File: config.mk
export PLATFORM = sky130hd
export DESIGN_NAME = dilithium_kg_sequencer
export DESIGN_NICKNAME = d
export VERILOG_FILES = /design/src/rtl/dilithium_kg_sequencer.sv
export SDC_FILE = /design/constraint.sdc
export NUM_CORES = 1
export LEC_CHECK = 0
export CAP_MARGIN = 20
export CORE_AREA = 2 2 121 123
export DETAILED_ROUTE_END_ITERATION = 7
export DIE_AREA = 0 0 123 125
export PLACE_DENSITY = 0.79
export SYNTH_ARGS = -nofsm -noshare
export SYNTH_HDL_FRONTEND = slang
export SYNTH_SLANG_ARGS = --single-unit
File: constraint.sdc
create_clock -name clk -period 3.33 [get_ports clk]
set_input_delay 0.666 -clock clk [delete_from_list [all_inputs] [get_ports clk]]
set_output_delay 0.666 -clock clk [all_outputs]
set_load 0.02 [all_outputs]
File: src/rtl/dilithium_kg_sequencer.sv
`default_nettype none
// ============================================================================
// Module   : dilithium_kg_sequencer
// Brief    : Runs one Dilithium core through a key generation (core reset,
//            start, seed ingest) and tags the core's output stream with its
//            segment (rho, K, s1, s2, t1, t0, tr). Reports cycles per run.
// Revision : 1.0 - initial release
// ============================================================================
module dilithium_kg_sequencer #(
    parameter  int HIGH_PERF  = 1,
    parameter  int SEC_LEVEL  = 2,
    parameter  int RST_CYCLES = 4,
    localparam int W          = (HIGH_PERF != 0) ? 64 : 32
) (
    input  logic         clk,
    input  logic         rst,
    input  logic         cmd_valid,
    output logic         cmd_ready,
    input  logic         seed_valid,
    output logic         seed_ready,
    input  logic [W-1:0] seed_data,
    output logic         out_valid,
    input  logic         out_ready,
    output logic [W-1:0] out_data,
    output logic [2:0]   out_seg,
    output logic         out_last,
    output logic         done,
    output logic         busy,
    output logic [31:0]  cycle_count,
    output logic         core_rst,
    output logic         core_start,
    output logic [1:0]   core_mode,
    output logic         core_valid_i,
    input  logic         core_ready_i,
    output logic [W-1:0] core_data_i,
    input  logic         core_valid_o,
    output logic         core_ready_o,
    input  logic [W-1:0] core_data_o
);

    // Segment sizes in bits for the selected security level
    localparam int S1_BITS = (SEC_LEVEL == 5) ? 5376  : (SEC_LEVEL == 3) ? 5120  : 3072;
    localparam int S2_BITS = (SEC_LEVEL == 2) ? 3072  : 6144;
    localparam int T1_BITS = (SEC_LEVEL == 5) ? 20480 : (SEC_LEVEL == 3) ? 15360 : 10240;
    localparam int T0_BITS = (SEC_LEVEL == 5) ? 26624 : (SEC_LEVEL == 3) ? 19968 : 13312;

    localparam int CTR_W = 16;

    // Word counts, rounded up to whole bus words
    localparam logic [CTR_W-1:0] HASH_WORDS = CTR_W'((256 + W - 1) / W);
    localparam logic [CTR_W-1:0] S1_WORDS   = CTR_W'((S1_BITS + W - 1) / W);
    localparam logic [CTR_W-1:0] S2_WORDS   = CTR_W'((S2_BITS + W - 1) / W);
    localparam logic [CTR_W-1:0] T1_WORDS   = CTR_W'((T1_BITS + W - 1) / W);
    localparam logic [CTR_W-1:0] T0_WORDS   = CTR_W'((T0_BITS + W - 1) / W);
    localparam logic [CTR_W-1:0] RST_LAST   = CTR_W'(RST_CYCLES - 1);
    localparam logic [2:0]       SEG_TR     = 3'd6;

    typedef enum logic [2:0] {
        S_IDLE  = 3'd0,
        S_RST   = 3'd1,
        S_START = 3'd2,
        S_SEED  = 3'd3,
        S_OUT   = 3'd4,
        S_DONE  = 3'd5
    } state_t;

    state_t            state;
    state_t            next_state;
    logic [CTR_W-1:0]  word_ctr;
    logic [CTR_W-1:0]  word_ctr_next;
    logic [2:0]        seg;
    logic [2:0]        seg_next;
    logic [31:0]       cycle_count_next;
    logic [CTR_W-1:0]  seg_words;
    logic              seg_word_last;

    assign core_mode = 2'd0;

    // Number of words in the segment currently being streamed out
    always_comb begin
        seg_words = HASH_WORDS;
        case (seg)
            3'd2:    seg_words = S1_WORDS;
            3'd3:    seg_words = S2_WORDS;
            3'd4:    seg_words = T1_WORDS;
            3'd5:    seg_words = T0_WORDS;
            default: seg_words = HASH_WORDS;
        endcase
        seg_word_last = (word_ctr == (seg_words - CTR_W'(1)));
    end

    // State, counters and run-cycle counter
    always_ff @(posedge clk) begin
        if (rst) begin
            state       <= S_IDLE;
            word_ctr    <= '0;
            seg         <= 3'd0;
            cycle_count <= 32'd0;
        end else begin
            state       <= next_state;
            word_ctr    <= word_ctr_next;
            seg         <= seg_next;
            cycle_count <= cycle_count_next;
        end
    end

    // Next-state logic and per-state pass-through of the two data streams
    always_comb begin
        next_state       = state;
        word_ctr_next    = word_ctr;
        seg_next         = seg;
        cycle_count_next = cycle_count;
        cmd_ready        = 1'b0;
        busy             = 1'b1;
        seed_ready       = 1'b0;
        out_valid        = 1'b0;
        out_data         = '0;
        out_seg          = 3'd0;
        out_last         = 1'b0;
        done             = 1'b0;
        core_rst         = 1'b0;
        core_start       = 1'b0;
        core_valid_i     = 1'b0;
        core_data_i      = '0;
        core_ready_o     = 1'b0;

        // Every non-idle cycle belongs to the run, saturating at all-ones
        if (state != S_IDLE && cycle_count != 32'hFFFF_FFFF) begin
            cycle_count_next = cycle_count + 32'd1;
        end

        case (state)
            S_IDLE: begin
                cmd_ready = 1'b1;
                busy      = 1'b0;
                if (cmd_valid) begin
                    next_state       = S_RST;
                    word_ctr_next    = '0;
                    cycle_count_next = 32'd0;
                end
            end
            S_RST: begin
                core_rst = 1'b1;
                if (word_ctr == RST_LAST) begin
                    next_state    = S_START;
                    word_ctr_next = '0;
                end else begin
                    word_ctr_next = word_ctr + CTR_W'(1);
                end
            end
            S_START: begin
                core_start = 1'b1;
                next_state = S_SEED;
            end
            S_SEED: begin
                core_valid_i = seed_valid;
                core_data_i  = seed_data;
                seed_ready   = core_ready_i;
                if (seed_valid && core_ready_i) begin
                    if (word_ctr == (HASH_WORDS - CTR_W'(1))) begin
                        next_state    = S_OUT;
                        word_ctr_next = '0;
                        seg_next      = 3'd0;
                    end else begin
                        word_ctr_next = word_ctr + CTR_W'(1);
                    end
                end
            end
            S_OUT: begin
                out_valid    = core_valid_o;
                out_data     = core_data_o;
                core_ready_o = out_ready;
                out_seg      = seg;
                out_last     = seg_word_last;
                if (core_valid_o && out_ready) begin
                    if (seg_word_last) begin
                        word_ctr_next = '0;
                        if (seg == SEG_TR) begin
                            seg_next   = 3'd0;
                            next_state = S_DONE;
                        end else begin
                            seg_next = seg + 3'd1;
                        end
                    end else begin
                        word_ctr_next = word_ctr + CTR_W'(1);
                    end
                end
            end
            S_DONE: begin
                done       = 1'b1;
                next_state = S_IDLE;
            end
            default: begin
                next_state = S_IDLE;
            end
        endcase
    end

endmodule
`default_nettype wire

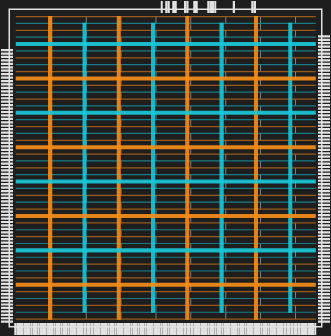
(power grid)
Pins as bars on the die edge. Tap cells in grey.
colour	net
cyan	VDD
orange	VSS
met5 straps	8
signal pins	310
tap cells	184
met4 straps	8
rows	44
Chip Width: 123 µm
core box area: 14200 µm²
worst vdd ir: 0.1886 mV
die height: 125 µm

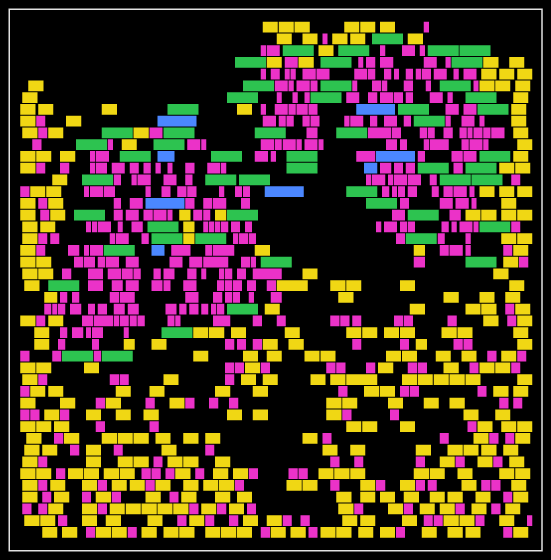
(placed cells, one colour a class)
colour	class	cells	share of their area
magenta	remaining logic cells	415	37%
yellow	remaining buffers and delay cells	316	45%
blue	clock drivers and dummy loads	8	2.2%
green	registers	54	15%

==> flow_metrics.py <==
# Synthesis and PnR figures
metrics = {
    "placement": {
        "place_area_um2": 7074,
        "port_buffers": 307,
        "dp.final_hpwl_mm": 14.42,
        "finalWeightedCongestion": 0.8853,
    },
    "route": {
        "drc": 0,
        "first_pass_iters": 4,
        "routed_via_density": 4.702,
    },
    "worst_setup_path": {
        "path_max_fanout": 11,
        "cp.arrival_ns": 2.43,
        "cp.required_ns": 2.66,
        "end_kind": "output port",
    },
    "die": {
        "num_io_pins": 310,
        "dieArea_um2": 15380,
        "row_count": 44,
    },
    "logic_synthesis": {
        "synth_flops": 54,
        "ff_type": "dfxtp_1",
        "edf_count": 0,
        "synth.distinct_cells": 54,
        "syn_avg_cell_area_um2": 7.595,
    },
    "grt": {
        "overflow": 0,
        "grt_pass1_wl_mm": 25.43,
        "antenna_found_initial": 5,
    },
    "layout": {
        "fin_area_um2": 7234,
        "nNetsFinal": 930,
        "drive_gt1_share_pct": 3.153,
        "area_growth_syn_to_layout_pct": 90.13,
    },
    "final_timing": {
        "fin_worst_skew_ns": 0.01434,
        "min_period_ns": 3.100,
        "setup_tns_ns": 0,
        "worst_slack_ns": 0.2303,
        "slew_violations": 0,
        "rsz0062_at_grt": "no",
        "period_used_pct": 93.08,
        "max_freq_mhz": 322.6,
        "setup_viol": 0,
    },
    "power": {
        "power.share.switching_pct": 35.12,
        "seqPwrFrac_pct": 32.7,
        "p_clk_share_pct": 25.8,
        "cellPowerDensity_nw_per_um2": 296.8,
        "p_int_uw": 1393,
        "p_sw_uw": 754.0,
        "p_leak_uw": 0.002533,
    },
    "clocking": {
        "numCtsBuffers": 5,
        "cts_hold_buf": 0,
        "cts.path.max_buffers": 2,
        "path_clk_slew_ns": 0.08,
    },
    "status": {
        "status": "finished clean",
    },
    "min_path": {
        "hold_class": "reg -> reg",
    },
    "run": {
        "maxCapViolCount": 0,
    },
}
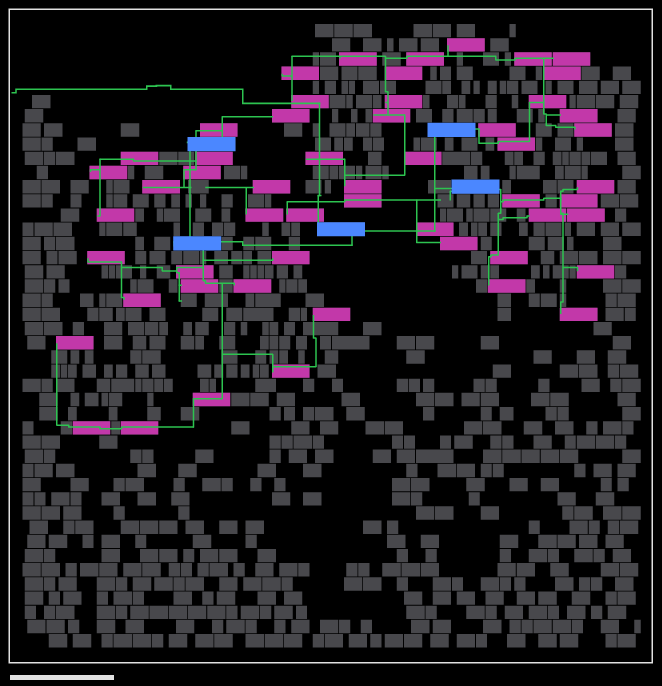
(routed clock nets over the placement)
Bar = 20 µm.
[green] clock wires | length: 742 µm
[magenta] flip-flops | count: 54
[blue] clock-net drivers | count: 5
routed clock nets	6

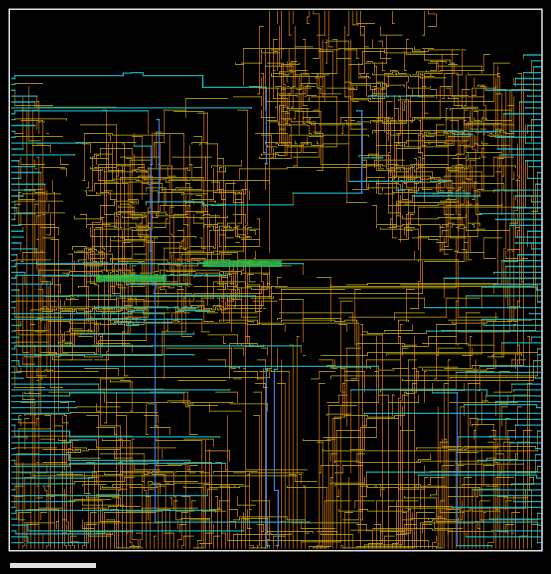
(routed metal, one colour a layer)
Bar = 20 µm.
colour	layer	wire length
yellow	M1	6720 µm
cyan	M3	2380 µm
orange	M2	8270 µm
green	M5	31.3 µm
blue	M4	263 µm
Tot GR Track Use: 21.85%
total routed wirelength: 17.67 mm
vias: 4608
wire per inst: 18.03 µm

## layout make-up
cell class,instances,area [µm²]
tap,184,230.2
clock buffer,5,125.1
antenna,3,7.507
timing repair buffer,316,3164
fill,1366,6969
inverter,7,26.28
multi-input combinational,408,2571
sequential,54,1081
clock inverter,3,28.78
## flip-flops by register name, indices dropped and copies added (netlist names)
name,count
state,3
seg,3
cycle_count,32
word_ctr,16
## cell usage in the layout (no fill, tap or decap), drive strengths merged, types with 9 or more instances in the layout
cell,netlist,routed
a21oi,18,18
and2,139,139
and4,10,10
buf,8,9
clkdlybuf4s50,0,306
dfxtp,54,54
nand2,20,20
nand3,18,18
nand4,16,16
nor2,46,46
nor3,14,14
o21ai,14,14
xnor2,20,20
xor2,19,19
## cells by family (layout without fill, tap and decap cells)
family / after synthesis / after routing / synth area share [%]
simple gates: 306 / 306 / 47.19
other cells: 1 / 5 / 0.09856
xor+xnor: 39 / 39 / 8.977
buf+inv: 40 / 331 / 4.472
compound gates: 58 / 58 / 9.865
flops: 54 / 54 / 28.41
fa+ha+maj: 3 / 3 / 0.9866
## repair_timing
action,4_1_cts,5_1_grt
resized,1,0
setup buffers,0,0
endpoints found under the setup margin,1,0
## path summary, 6_finish.rpt
kind                             startpoint                   endpoint  cells after the start
setup reg to reg        seg[1]$_SDFFE_PP0P_  word_ctr[10]$_SDFFE_PP0P_                      8
hold reg to reg   word_ctr[15]$_SDFFE_PP0P_  word_ctr[15]$_SDFFE_PP0P_                      2
setup / recovery        seg[1]$_SDFFE_PP0P_                   out_last                      7
hold / removal    word_ctr[15]$_SDFFE_PP0P_  word_ctr[15]$_SDFFE_PP0P_                      2
## worst max-delay path: stages, from the launching register on
cell and delay, ns:
dfxtp_1 0.40, and2_1 0.20, ha_1 0.25, nor3_1 0.22, a21oi_1 0.12, o211a_1 0.24
nor4_1 0.33, dlygate4sd2_1 0.38
## Yosys cell counts (4+ instances only)
library cell  number  share of area, %
inv_1              6              0.59
dfxtp_1           54                28
or3_1              8               1.3
a21oi_1           18               2.4
nand2_1           20               2.0
xnor2_1           20               4.6
and2_1           139                23
nor3_1            13               1.7
o211ai_1           4              0.79
nor2_1            46               4.5
nor3b_1            7               1.4
nand2b_1           4              0.66
and4_1            10               2.3
nand4_1           16               2.6
xor2_1            19               4.4
and3_1             8               1.3
clkbuf_1          24               2.4
o21ai_0           13               1.7
nand3_1           18               2.4
## metal layers
layer,routed length [µm],GRT usage (%),vias to the layer above,share of wire (%)
li1,-,-,2291,-
met1,6722,24.56,2085,38
met2,8273,36.76,209,47
met3,2377,11.82,19,13
met4,262,3.810,4,1.5
met5,31,0,-,0.18
## stage by stage
step,total power [µW],hold slack (ns),cells,utilization [%]
final,2147,0.4983,980,50.93
after global routing,2256,0.5404,977,50.88
after CTS,2170,0.5002,977,50.88
after detailed placement,1610,0.4901,969,49.81
after global placement,1605,0.4799,969,49.81
after floorplan,1139,0.4588,502,-
## power by group through the flow
stage	Clock [µW]	Sequential (µW)	Combinational, µW
after global routing	593	706	957
after CTS	569	702	899
after detailed placement	0	717	893
after global placement	0	716	889
final	555	703	890
after floorplan	0	703	436
Power is estimated from default activity; no workload was simulated.
